`src/rtl/spm_port_arbiter.sv`:
```
// spm_port_arbiter: shares the scratchpad data port between the CPU memory
// stage (port C) and the debug/loader engine (port D). Grants are decided
// combinationally from the requests and registered state. Read data comes
// back one cycle later and is steered to whichever port issued the read.
//
// Handshake: a requester raises *_req with its operands and holds them
// stable until it sees *_gnt in the same cycle. A cycle with req && gnt is
// one completed transfer. A C request without a grant raises c_stall.
module spm_port_arbiter #(
  parameter int WAIT_LIMIT = 4,
  parameter int MAX_BURST  = 8
) (
  input  logic        clk,
  input  logic        reset,
  input  logic        c_req,
  input  logic        c_rw,
  input  logic [29:0] c_addr,
  input  logic [31:0] c_wr_data,
  output logic        c_gnt,
  output logic        c_stall,
  output logic [31:0] c_rd_data,
  input  logic        d_req,
  input  logic        d_lock,
  input  logic        d_rw,
  input  logic [29:0] d_addr,
  input  logic [31:0] d_wr_data,
  output logic        d_gnt,
  output logic        d_rd_valid,
  output logic [31:0] d_rd_data,
  output logic        spm_as_,
  output logic        spm_rw,
  output logic [29:0] spm_addr,
  output logic [31:0] spm_wr_data,
  input  logic [31:0] spm_rd_data,
  output logic        dbg_state_o
);

  localparam logic READ  = 1'b1;
  localparam logic WRITE = 1'b0;

  localparam int WAIT_W  = $clog2(WAIT_LIMIT + 1);
  localparam int BURST_W = $clog2(MAX_BURST + 1);

  localparam logic [WAIT_W-1:0]  WAIT_MAX  = WAIT_W'(WAIT_LIMIT);
  localparam logic [BURST_W-1:0] BURST_MAX = BURST_W'(MAX_BURST);

  typedef enum logic {
    ST_ARB   = 1'b0,
    ST_BURST = 1'b1
  } state_t;

  state_t             state_q;
  logic [WAIT_W-1:0]  wait_cnt_q;
  logic [BURST_W-1:0] burst_cnt_q;
  logic [BURST_W-1:0] burst_cnt_d;
  logic               c_first_q;
  logic               rd_pend_q;
  logic               rd_owner_q;   // 0 = C, 1 = D

  logic wait_hit;
  logic burst_go;
  logic burst_release;
  logic rd_granted;

  // A locked burst keeps the port while D asks for it; otherwise it falls
  // back to normal arbitration in the same cycle so the port never idles.
  assign burst_go = (state_q == ST_BURST) && d_req && d_lock;
  // D has waited long enough that it must be served this cycle.
  assign wait_hit = d_req && (wait_cnt_q == WAIT_MAX);

  // Grant selection: burst beat, then the forced C cycle after a burst
  // release, then the D starvation override, then C priority, then D.
  always_comb begin
    c_gnt = 1'b0;
    d_gnt = 1'b0;
    if (burst_go) begin
      d_gnt = 1'b1;
    end else if (c_first_q && c_req) begin
      c_gnt = 1'b1;
    end else if (wait_hit) begin
      d_gnt = 1'b1;
    end else if (c_req) begin
      c_gnt = 1'b1;
    end else if (d_req) begin
      d_gnt = 1'b1;
    end
  end

  // Beat count after the current burst beat, saturating at MAX_BURST; the
  // burst yields to C once that count reaches MAX_BURST with C waiting.
  always_comb begin
    burst_cnt_d = (burst_cnt_q == BURST_MAX) ? BURST_MAX
                                             : burst_cnt_q + BURST_W'(1);
    burst_release = (burst_cnt_d == BURST_MAX) && c_req;
  end

  assign rd_granted = (c_gnt && (c_rw == READ)) || (d_gnt && (d_rw == READ));

  // Arbitration FSM with its wait/burst counters and the forced-C flag.
  always_ff @(posedge clk) begin
    if (reset) begin
      state_q     <= ST_ARB;
      wait_cnt_q  <= '0;
      burst_cnt_q <= '0;
      c_first_q   <= 1'b0;
    end else begin
      c_first_q <= 1'b0;

      if (!d_req || d_gnt) begin
        wait_cnt_q <= '0;
      end else if (wait_cnt_q != WAIT_MAX) begin
        wait_cnt_q <= wait_cnt_q + WAIT_W'(1);
      end

      if (burst_go) begin
        if (burst_release) begin
          state_q     <= ST_ARB;
          burst_cnt_q <= '0;
          c_first_q   <= 1'b1;
        end else begin
          state_q     <= ST_BURST;
          burst_cnt_q <= burst_cnt_d;
        end
      end else if (d_gnt && d_lock) begin
        // Opening beat of a burst; a one-beat limit releases immediately.
        if ((BURST_MAX == BURST_W'(1)) && c_req) begin
          state_q     <= ST_ARB;
          burst_cnt_q <= '0;
          c_first_q   <= 1'b1;
        end else begin
          state_q     <= ST_BURST;
          burst_cnt_q <= BURST_W'(1);
        end
      end else begin
        state_q     <= ST_ARB;
        burst_cnt_q <= '0;
      end
    end
  end

  // Remember who issued the read so next cycle's SPM data goes to them.
  always_ff @(posedge clk) begin
    if (reset) begin
      rd_pend_q  <= 1'b0;
      rd_owner_q <= 1'b0;
    end else begin
      rd_pend_q <= rd_granted;
      if (rd_granted) begin
        rd_owner_q <= d_gnt;
      end
    end
  end

  // SPM port mux: granted requester's operands, or an idle read of 0.
  always_comb begin
    spm_rw      = READ;
    spm_addr    = '0;
    spm_wr_data = '0;
    if (c_gnt) begin
      spm_rw      = c_rw;
      spm_addr    = c_addr;
      spm_wr_data = c_wr_data;
    end else if (d_gnt) begin
      spm_rw      = d_rw;
      spm_addr    = d_addr;
      spm_wr_data = d_wr_data;
    end
  end

  assign spm_as_     = !(c_gnt || d_gnt);
  assign c_stall     = c_req && !c_gnt;
  assign d_rd_valid  = rd_pend_q && rd_owner_q;
  assign c_rd_data   = (rd_pend_q && !rd_owner_q) ? spm_rd_data : 32'h0;
  assign d_rd_data   = d_rd_valid ? spm_rd_data : 32'h0;
  assign dbg_state_o = (state_q == ST_BURST);

  // WRITE is named for readability of the direction encoding only.
  logic unused_write;
  assign unused_write = WRITE;

endmodule

```
`config.mk`:
```
export PLATFORM = sky130hd
export DESIGN_NAME = spm_port_arbiter
export DESIGN_NICKNAME = d
export VERILOG_FILES = /design/src/rtl/spm_port_arbiter.sv
export SDC_FILE = /design/constraint.sdc
export NUM_CORES = 1
export LEC_CHECK = 0
export ABC_AREA = 1
export CAP_MARGIN = 20
export CORE_AREA = 2 2 116 118
export CTS_BUF_LIST = sky130_fd_sc_hd__clkbuf_8
export DETAILED_ROUTE_END_ITERATION = 7
export DIE_AREA = 0 0 118 120
export PLACE_DENSITY = 0.57
export SYNTH_ARGS = -nofsm -noshare
export SYNTH_HDL_FRONTEND = slang
export SYNTH_SLANG_ARGS = --single-unit
```
`constraint.sdc`:
```
create_clock -name clk -period 1.6 [get_ports clk]
set_input_delay 0.24 -clock clk [delete_from_list [all_inputs] [get_ports clk]]
set_output_delay 0.24 -clock clk [all_outputs]
set_load 0.01 [all_outputs]
```
run_1/io_placement.png
(3 px per micron) Pins as bars across the die edge, other pins in grey.
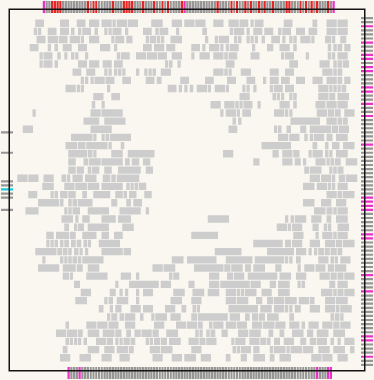
legend:
  `d_rw`:
    colour: cyan
    pins: 1
    direction: input
    edge: left
  `d_rd_data`:
    colour: red
    pins: 32
    direction: output
    edge: top
  `c_addr`:
    colour: magenta
    pins: 30
    direction: input
    edge: 22 right, 5 bottom, 3 top
all pins by edge: 106 top, 96 bottom, 86 right, 8 left
die y size: 120 microns
Die X: 118 microns
port buffer count: 295

run_1/cell_density.png
(3 px per micron) The die is cut into 12 by 12 equal tiles; black is low, pale yellow is high, 0 to 100% covered.
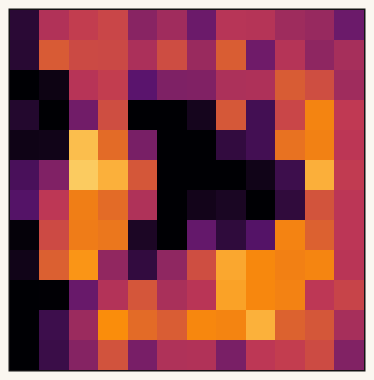
emptiest ninth of the die: centre
fullest tile: 89%
densest ninth of the die: lower right
tiles over 75% full: 6.2%
nearly empty tiles: 12%
mean over tiles: 41%

run_1/wires.png
(2 px per micron)
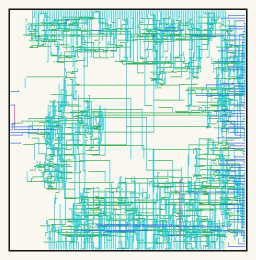
legend:
  metal 4:
    colour: magenta
    wire_length: 40.1 microns
  metal 1:
    colour: green
    wire_length: 5630 microns
  metal 2:
    colour: cyan
    wire_length: 7850 microns
  metal 3:
    colour: blue
    wire_length: 846 microns
Vias: 3603
Avg WL per Cell: 16.0 microns

run_1/clocks.png
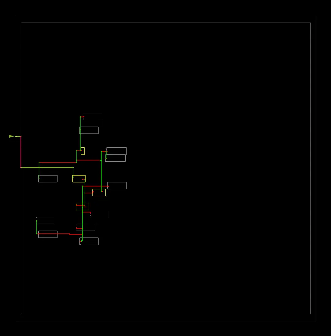
clock skew: 0.00465 ns
Clk. pwr: 0.000280 W

==> impl_metrics.json, run 1 <==
{
  "holdWs_ns": 0.494,
  "dr.pass1.iters": 6,
  "failed_checks": "setup timing",
  "power.density_nw_per_um2": 346,
  "worstSetupPathDepth": 11,
  "comb_share_pct": 28.6,
  "stdcell_count": 896,
  "start_kind": "register",
  "mostFrequentLayoutCells": "160 x clkdlybuf4s50_1, 108 x nand2_1, 68 x nor2_1, 66 x nand2_2, 63 x dlygate4sd2_1",
  "seq-power_w": 0.000286,
  "finalSetupViolCount": 72,
  "mux_share_pct": 0,
  "status": "finished with violations",
  "rr_worst_depth": 14,
  "grt-busiest-layer": "met2",
  "fin_crit_ns": 1.99,
  "clockNetworkAreaShare_pct": 0.755,
  "mi_logic_area_sq_um": 1710,
  "edf_count": 0,
  "ys_top_logic_family": "simple AND/OR/NAND/NOR gates",
  "async_reset_ff_share_pct": 0,
  "viasPerCell": 4.02,
  "cts_tree": "built",
  "max_slew_margin_pct": 82.8,
  "setup_ws_ns": -0.390,
  "grt_pass1_wl_microns": 20300,
  "seq_power_share_pct": 13.8,
  "maxCapViolCount": 0,
  "layout_top_cell": "clkdlybuf4s50_1",
  "clockPowerShare_pct": 13.6,
  "crit_fanout": 6
}
--- run 2 (diff from run 1) ---
Settings changed: GPL_TIMING_DRIVEN set to 1.
run_2/io_placement.png
(3 px per micron) Pins as bars across the die edge, other pins in grey.
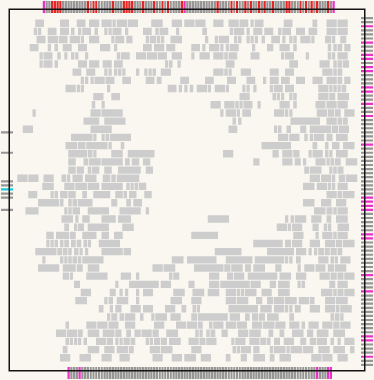
legend:
  `d_rw`:
    colour: cyan
    pins: 1
    direction: input
    edge: left
  `c_addr`:
    colour: magenta
    pins: 30
    direction: input
    edge: 22 right, 5 bottom, 3 top
  `d_rd_data`:
    colour: red
    pins: 32
    direction: output
    edge: top

==> run 2 against run 1 <==
The flow still finishes with violations (setup timing). Combinational power hardly changed. Final area stayed put. Die size stayed put. Sequential power hardly changed. Largest power group unchanged.
==> impl_metrics.json, run 2 <==
{
  "status": "finished with violations",
  "failed_checks": "setup timing",
  "maxCapViolCount": 0,
  "holdWs_ns": 0.494,
  "comb_share_pct": 28.6,
  "layout_top_cell": "clkdlybuf4s50_1",
  "max_slew_margin_pct": 82.8,
  "fin_crit_ns": 1.99,
  "worstSetupPathDepth": 11,
  "crit_fanout": 6,
  "stdcell_count": 896,
  "seq_power_share_pct": 13.8,
  "grt_pass1_wl_microns": 20300,
  "finClkSkew_ns": 0.00465,
  "ys_top_logic_family": "simple AND/OR/NAND/NOR gates",
  "die_w_microns": 118,
  "dr.pass1.iters": 6,
  "finalSetupViolCount": 72,
  "setup_ws_ns": -0.390,
  "seq-power_w": 0.000286,
  "rr_worst_depth": 14,
  "die_h_microns": 120,
  "clockPowerShare_pct": 13.6,
  "async_reset_ff_share_pct": 0,
  "mostFrequentLayoutCells": "160 x clkdlybuf4s50_1, 108 x nand2_1, 68 x nor2_1, 66 x nand2_2, 63 x dlygate4sd2_1"
}
run_2/clocks.png
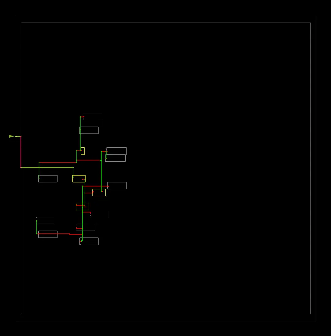
clk latency late pin: 0.24 ns
clkbuf count: 3
clk sinks: 11
number of CTS-inserted buffers: 3

Power figures rest on the tool's default switching activity, not on a simulated workload.
